`src/rtl/fetch_pkg.sv`:
```
// fetch_pkg: shared widths, constants, state record and address helper for the fetch stage
package fetch_pkg;

    localparam int INSTR_W = 32;
    localparam int PC_W    = 32;

    localparam logic [PC_W-1:0]    PC_INC    = 32'd4;
    localparam logic [INSTR_W-1:0] NOP_INSTR = 32'h0000_0000;

    // pc: next address to issue; fpc: PC of the word on the memory data bus
    typedef struct packed {
        logic [PC_W-1:0] pc;
        logic [PC_W-1:0] fpc;
        logic            fvalid;
    } fetch_state_t;

    // Byte PC to instruction-memory word index
    function automatic logic [PC_W-1:0] word_index(input logic [PC_W-1:0] byte_pc);
        return {2'b00, byte_pc[PC_W-1:2]};
    endfunction

endpackage

```
`src/rtl/fetch_next_pc.sv`:
```
// fetch_next_pc: priority mux (redirect > stall > advance) for the issued address and next fetch state
// Optional build macro: FETCH_REDIRECT_BYPASS_EN (zero-bubble redirect)
module fetch_next_pc
    import fetch_pkg::*;
(
    input  logic               i_stall,
    input  logic               i_redirect_valid,
    input  logic [PC_W-1:0]    i_redirect_pc,
    input  fetch_state_t       i_cur,
    output logic [PC_W-1:0]    o_sel_pc,
    output fetch_state_t       o_next
);

    logic [PC_W-1:0] w_target;
    fetch_state_t    w_redir;
    fetch_state_t    w_adv;

    // Targets are word aligned; the two low bits of the request are dropped
    assign w_target = i_redirect_pc & ~32'd3;
    assign w_adv    = '{pc: i_cur.pc + PC_INC, fpc: i_cur.pc, fvalid: 1'b1};

`ifdef FETCH_REDIRECT_BYPASS_EN
    // Target goes straight to memory, so the word returned next edge is the target itself
    assign o_sel_pc = i_redirect_valid ? w_target : (i_stall ? i_cur.fpc : i_cur.pc);
    assign w_redir  = '{pc: w_target + PC_INC, fpc: w_target, fvalid: 1'b1};
`else
    // Data arriving next edge belongs to the stale pc, so it is marked invalid
    assign o_sel_pc = (i_stall && !i_redirect_valid) ? i_cur.fpc : i_cur.pc;
    assign w_redir  = '{pc: w_target, fpc: i_cur.fpc, fvalid: 1'b0};
`endif

    // Stalling re-reads the presented word so the memory output stays stable
    assign o_next = i_redirect_valid ? w_redir : (i_stall ? i_cur : w_adv);

endmodule

```
`src/rtl/fetch_unit.sv`:
```
// fetch_unit: PC owner and instruction-fetch stage in front of a one-cycle synchronous instruction memory
// Optional build macro: FETCH_REDIRECT_BYPASS_EN (zero-bubble redirect)
module fetch_unit
    import fetch_pkg::*;
#(
    parameter logic [PC_W-1:0] RESET_PC   = 32'h0000_0000,
    parameter int unsigned     IMEM_DEPTH = 256
) (
    input  logic               i_clk,
    input  logic               i_rst_n,
    input  logic               i_stall,
    input  logic               i_redirect_valid,
    input  logic [PC_W-1:0]    i_redirect_pc,
    output logic [PC_W-1:0]    o_imem_addr,
    input  logic [INSTR_W-1:0] i_imem_data,
    output logic               o_if_valid,
    output logic [PC_W-1:0]    o_if_pc,
    output logic [PC_W-1:0]    o_if_pc_plus4,
    output logic [INSTR_W-1:0] o_if_instr,
    output logic               o_if_fault
);

    fetch_state_t    r_state;
    fetch_state_t    w_next;
    logic [PC_W-1:0] w_sel_pc;

    fetch_next_pc u_next_pc (
        .i_stall          (i_stall),
        .i_redirect_valid (i_redirect_valid),
        .i_redirect_pc    (i_redirect_pc),
        .i_cur            (r_state),
        .o_sel_pc         (w_sel_pc),
        .o_next           (w_next)
    );

    // Fetch state; reset discards any in-flight word immediately
    always_ff @(posedge i_clk or negedge i_rst_n) begin
        if (!i_rst_n)
            r_state <= '{pc: RESET_PC, fpc: '0, fvalid: 1'b0};
        else
            r_state <= w_next;
    end

    assign o_imem_addr   = word_index(w_sel_pc);
    assign o_if_valid    = r_state.fvalid;
    assign o_if_pc       = r_state.fpc;
    assign o_if_pc_plus4 = r_state.fpc + PC_INC;
    assign o_if_instr    = r_state.fvalid ? i_imem_data : NOP_INSTR;
    assign o_if_fault    = r_state.fvalid && (word_index(r_state.fpc) >= IMEM_DEPTH);

endmodule

```
`config.mk`:
```
export PLATFORM = sky130hd
export DESIGN_NAME = fetch_unit
export DESIGN_NICKNAME = d
export VERILOG_FILES = /design/src/rtl/fetch_pkg.sv /design/src/rtl/fetch_next_pc.sv /design/src/rtl/fetch_unit.sv
export SDC_FILE = /design/constraint.sdc
export NUM_CORES = 1
export LEC_CHECK = 0
export CAP_MARGIN = 20
export CORE_MARGIN = 2
export CORE_UTILIZATION = 43
export DETAILED_ROUTE_END_ITERATION = 6
export GPL_TIMING_DRIVEN = 0
export PLACE_DENSITY = 0.88
export SLEW_MARGIN = 40
export SYNTH_ARGS = -nofsm -noshare
export SYNTH_HDL_FRONTEND = slang
export SYNTH_SLANG_ARGS = --single-unit
```
`constraint.sdc`:
```
create_clock -name i_clk -period 2.9 [get_ports i_clk]
set_input_delay 0.58 -clock i_clk [delete_from_list [all_inputs] [get_ports i_clk]]
set_output_delay 0.58 -clock i_clk [all_outputs]
set_load 0.01 [all_outputs]
```
==> flow_metrics.env, run 1 <==
# yosys + openroad results
export IMPL_first_pass_iters=5
export IMPL_inverters=10
export IMPL_final_common_cell="clkdlybuf4s50_1"
export IMPL_die_area_sq_um=11000
export IMPL_crit_arrival_ns=2.31
export IMPL_antenna_cells=0
export IMPL_syn_avg_cell_area_sq_um=9.21
export IMPL_final_cell_mix="165 x clkdlybuf4s50_1, 70 x buf_4, 56 x mux2_2"
export IMPL_drt_initial_drc_count=377
export IMPL_clkLatencyLatePin_ns=0.34
export IMPL_cts_tree="built"
export IMPL_drive_gt1_frac=0.255
export IMPL_antenna_found_initial=0
export IMPL_ys_top_cells_by_area="dfrtp_1 35%, mux2_2 14%, buf_4 6.2%"
export IMPL_dominant_cells="buffers"
export IMPL_whs_ns=0.0942
export IMPL_clk_path_buf_depth=2
export IMPL_finalNonFillerCells=844
export IMPL_outcome="finished, final reports clean"
export IMPL_dr_wl_met2_mm=8.54
export IMPL_finalSetupViolCount=0
export IMPL_grt_pass1_wl_mm=24.1
export IMPL_root_buffer="clkbuf_8"
export IMPL_ys_warn_count=0
export IMPL_taps=133
export IMPL_wl_met1_mm=5.66
export IMPL_drc=0
export IMPL_synth_distinct_cells=43
export IMPL_post_cts_buffers=17
export IMPL_finClkSkew_ns=0.00961
export IMPL_syn2layout_area_growth_pct=60.4
export IMPL_overflow=0
export IMPL_cts_clk_slew_worst_paths_ns=0.07
export IMPL_worst_r2r_cell_count=6
export IMPL_num_multi_input_gates=343
export IMPL_power_w=0.00337
export IMPL_ys_cells=474
export IMPL_logic_area_sq_um=2510
export IMPL_hpwl_mm=11.6
export IMPL_finalHoldViolCount=0
export IMPL_dp_slack_ns=-0.655
export IMPL_syn_inst=474
export IMPL_grt_usage=0.276
export IMPL_r2r_start="r_state[43]$_DFFE_PN0N_"
export IMPL_yosysChipArea_sq_um=4370
export IMPL_relSlewSlack=0.471
export IMPL_sh_comb_area=0.358
export IMPL_syn_area_sq_um=4370
export IMPL_worstSetupEndpointType="output port"
export IMPL_fin_ws_ns=0.0127
export IMPL_critPathLaunch="o_if_pc[9]$_DFFE_PN0P_"
export IMPL_via_per_inst=5.69
export IMPL_clkbuf_count=14
export IMPL_power_leakage_nw=2.84
export IMPL_maxCapViolations=0
export IMPL_reg2reg_slack_ns=0.73
export IMPL_finalCriticalPeriod_ns=2.89
export IMPL_grt_start_max_net_pins=46
export IMPL_dp_cells=801
export IMPL_bufAreaShareNonClock=0.366
export IMPL_crit_required_ns=2.32
export IMPL_cts_buffers=9
export IMPL_htreeDepth=3
export IMPL_max_freq_ghz=0.346
export IMPL_fin_nets=778
-- run 1: critical path: stages, from the launching register on --
cell and delay (ns):
dfrtp_2 0.39, buf_4 0.17, nand4_1 0.19, buf_4 0.20, nor3_4 0.19, nand2_1 0.10, xnor2_1 0.14, clkdlybuf4s50_1 0.59
-- run 1: synth_stat cells, drive strengths merged --
library cell	number
buf	42
nand4b	4
or4	13
a31oi	17
nand3	16
a21oi	1
clkbuf	23
clkinv	1
nand2	36
nand4bb	1
conb	1
nor2b	1
nor3	4
or2	1
and4	6
o41ai	3
ha	3
a31o	1
nor4	10
nand4	23
xor2	10
or4b	1
and3	7
mux2	56
o21ai	20
nand3b	1
nor2	24
or3	2
inv	9
and2	33
dfrtp	61
mux2i	1
and3b	1
and4b	1
o31ai	10
xnor2	30
-- run 1: state kept, by name (all words and copies together), names as in the netlist --
signal	flops
o_if_valid	1
o_if_pc	30
r_state	30
-- run 1: metrics by stage --
step | setup TNS (ns) | utilization
final | 0 | 0.713
after global routing | -0.136 | 0.713
after floorplan | 0 | -
after global placement | -55.12 | 0.655
after CTS | 0 | 0.698
after detailed placement | -22.21 | 0.657
-- run 1: logic make-up (layout without fill, tap and decap cells) --
family	count (synthesis)	in the layout	synth area share
xor gates and xnor gates	40	40	0.0802
buffers and inverters	75	307	0.0977
DFF	61	61	0.350
other	1	6	0.000859
muxes	57	57	0.147
AOI/OAI and AO/OA	52	52	0.0736
and+or+nand+nor	185	185	0.243
adders and majority gates	3	3	0.00860
-- run 1: power breakdown --
group	switching (W)	total (W)	internal (W)
Sequential	0.000226	0.00120	0.000977
Clock	0.000321	0.000696	0.000375
Combinational	0.000594	0.00147	0.000873
### Cells coloured by class, run 1

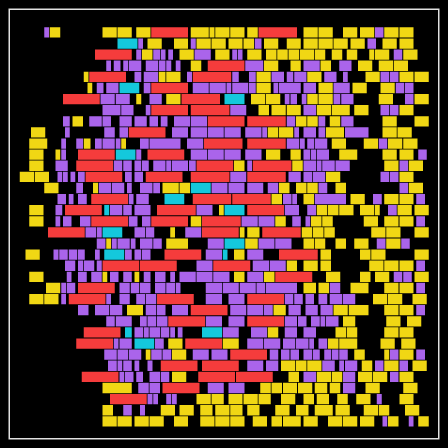
- cyan: clock drivers and dummy loads (cells 15; share of their area 2.6%)
- yellow: other buffers and delay cells (cells 282; share of their area 37%)
- red: flops (cells 61; share of their area 23%)
- purple: all other logic (cells 353; share of their area 37%)
final design instance area without fill: 7000 sq um
row count: 36
Core ar.: 9820 sq um
final core utilization: 0.713

### Nets reached from selected ports, run 1

The bar under the picture is 20 microns long.
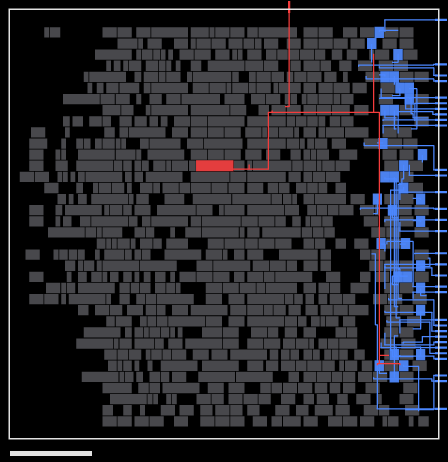
- red: o_if_valid (bits 1; direction output; edge north; end cells 1; buffers 1; wire 160 microns)
- blue: i_imem_data (bits 32; direction input; edge east; end cells 32; buffers 32; wire 805 microns)
num ports: 198
number of port buffers: 188

### Power grid, run 1

The bar under the picture is 20 microns long. Pins as bars on the die edge.
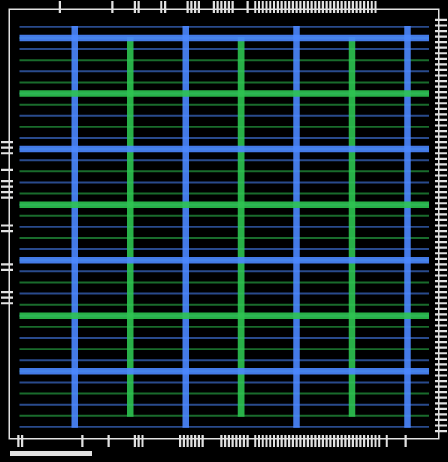
- blue: VSS
- green: VDD
- met5 straps: 7
- rows: 36
- met1 rails: 37
peak supply drop: 0.253 mV
die extent in x: 105 microns
die height: 105 microns

--- run 2 (diff from run 1) ---
--- a/config.mk
+++ b/config.mk
@@ -8,6 +8,7 @@
 export CAP_MARGIN = 20
 export CORE_MARGIN = 2
 export CORE_UTILIZATION = 43
+export CTS_CLUSTER_SIZE = 20
 export DETAILED_ROUTE_END_ITERATION = 6
 export GPL_TIMING_DRIVEN = 0
 export PLACE_DENSITY = 0.88
==> run 2 against run 1 <==
Global-route usage did not move. Combinational power about the same. Worst hold slack is the same. Clock power hardly changed. Power unchanged. Fmax did not move. Critical path depth unchanged. Clock skew did not move. Largest cell class unchanged. Routed wire length stayed put. Area after synthesis unchanged.
==> flow_metrics.env, run 2 <==
# yosys + openroad results
export IMPL_clk_path_buf_depth=2
export IMPL_htreeDepth=3
export IMPL_async_flop_share=1.00
export IMPL_finalNonFillerCells=844
export IMPL_simple_gate_share=0.243
export IMPL_synth_edff_count=0
export IMPL_final_common_cell="clkdlybuf4s50_1"
export IMPL_hpwl_mm=11.6
export IMPL_clk_power_w=0.000696
export IMPL_fin_util=0.713
export IMPL_ys_flop_type="dfrtp_1"
export IMPL_relSlewSlack=0.471
export IMPL_worst_r2r_cell_count=6
export IMPL_seq_power_w=0.00120
export IMPL_top_cell="dfrtp_1"
export IMPL_ys_sh_mux=0.147
export IMPL_via_per_inst=5.69
export IMPL_dr_wl_met2_mm=8.54
export IMPL_syn2layout_area_growth_pct=60.4
export IMPL_worstSetupEndpointType="output port"
export IMPL_p_sw_w=0.00114
export IMPL_peakVddDrop_mv=0.253
export IMPL_cts_buffers=9
export IMPL_reg2reg_slack_ns=0.73
export IMPL_row_count=36
export IMPL_adder_share=0.00860
export IMPL_outcome="finished, final reports clean"
export IMPL_cts_clk_slew_worst_paths_ns=0.07
export IMPL_crit_arrival_ns=2.31
export IMPL_p_comb_frac=0.436
export IMPL_finClkSkew_ns=0.00961
export IMPL_r2r_start="r_state[43]$_DFFE_PN0N_"
export IMPL_finalHoldViolCount=0
export IMPL_overflow=0
export IMPL_power_frac_seq=0.358
export IMPL_worst_path_max_delay_cell="clkdlybuf4s50_1"
export IMPL_clkLatencyLatePin_ns=0.34
export IMPL_io_pins=198
export IMPL_final_cell_mix="165 x clkdlybuf4s50_1, 70 x buf_4, 56 x mux2_2"
export IMPL_finalCriticalPeriod_ns=2.89
export IMPL_dieHeight_microns=105
export IMPL_grt_usage=0.276
export IMPL_finalSetupViolCount=0
export IMPL_antenna_cells=0
export IMPL_first_pass_iters=5
export IMPL_ys_sh_aoi=0.0736
export IMPL_logic_family="simple AND/OR/NAND/NOR gates"
export IMPL_comb_power_w=0.00147
export IMPL_max_freq_ghz=0.346
## run 2: cell counts in the layout (fill, tap and decap cells not counted)
Identical to the previous run, type by type.
## run 2: layout make-up
type,count,share of cell area
plain buffers,60,0.0581
clock buffers,14,0.0247
clock inverters,1,0.000715
inverters,10,0.00607
multi-input cells,343,0.358
flip-flops and latches,61,0.221
well taps,133,0.0238
repair buffers,222,0.307
## run 2: timing repair
item	in CTS	in global routing
hold endpoints to repair	0	0
hold buffers	0	0
setup endpoints to repair	53	34
setup buffers	17	15
resized	53	17
pin swaps	2	3
gates cloned	1	0
## run 2: logic make-up after synthesis
| family | count (synthesis) |
|---|---|
| simple gates | 185 |
| buf+inv | 75 |
| flops | 61 |
| mux | 57 |
| compound gates | 52 |
| xor+xnor | 40 |
| fa+ha+maj | 3 |
| other cells | 1 |
## run 2: worst max-delay path by stage
stage | from | endpoint | slack, ns | cells past startpoint
after floorplan | o_if_pc[12]$_DFFE_PN0P_ | o_if_pc_plus4[21] | 0.48 | 6
after global placement | i_redirect_valid | o_imem_addr[13] | -0.62 | 6
after detailed placement | i_redirect_valid | o_imem_addr[14] | -0.65 | 6
after CTS | i_redirect_valid | o_imem_addr[19] | 0.0002 | 6
after global routing | o_if_pc[9]$_DFFE_PN0P_ | o_if_pc_plus4[16] | -0.04 | 7
final | o_if_pc[9]$_DFFE_PN0P_ | o_if_pc_plus4[16] | 0.01 | 7
## run 2: worst max-delay path: cells and delay by family (launching register included)
| family | cells | cell delay, ns |
|---|---|---|
| xor+xnor | 1 | 0.14 |
| simple gates | 3 | 0.48 |
| buf+inv | 3 | 0.96 |
| flops | 1 | 0.39 |
### Nets reached from selected ports, run 2

The bar under the picture is 20 microns long.
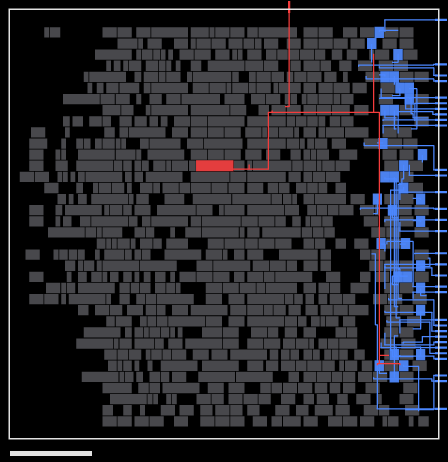
- blue: i_imem_data (bits 32; direction input; edge east; end cells 32; buffers 32; wire 805 microns)
- red: o_if_valid (bits 1; direction output; edge north; end cells 1; buffers 1; wire 160 microns)

### Track usage over the die, run 2

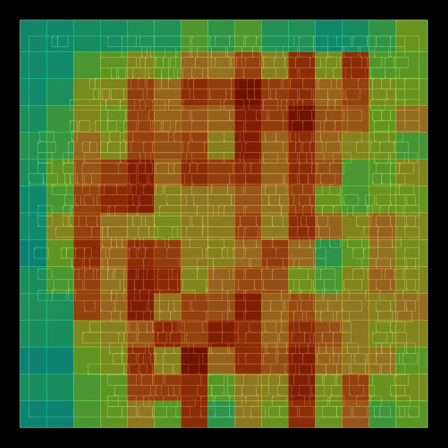
met2 usage: 0.519
met1 Resource Use GR: 0.307

### Cells coloured by class, run 2

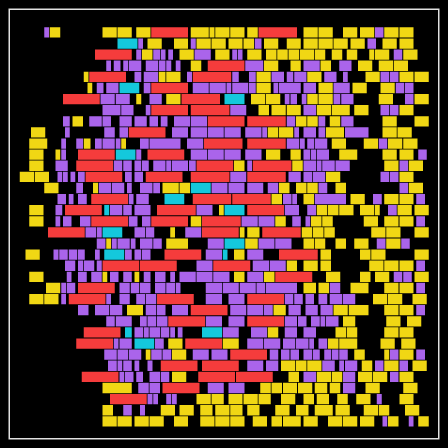
- red: flops (cells 61; share of their area 23%)
- yellow: other buffers and delay cells (cells 282; share of their area 37%)
- cyan: clock drivers and dummy loads (cells 15; share of their area 2.6%)
- purple: all other logic (cells 353; share of their area 37%)
fraction of area in registers: 0.221

Power is estimated from default activity; no workload was simulated.
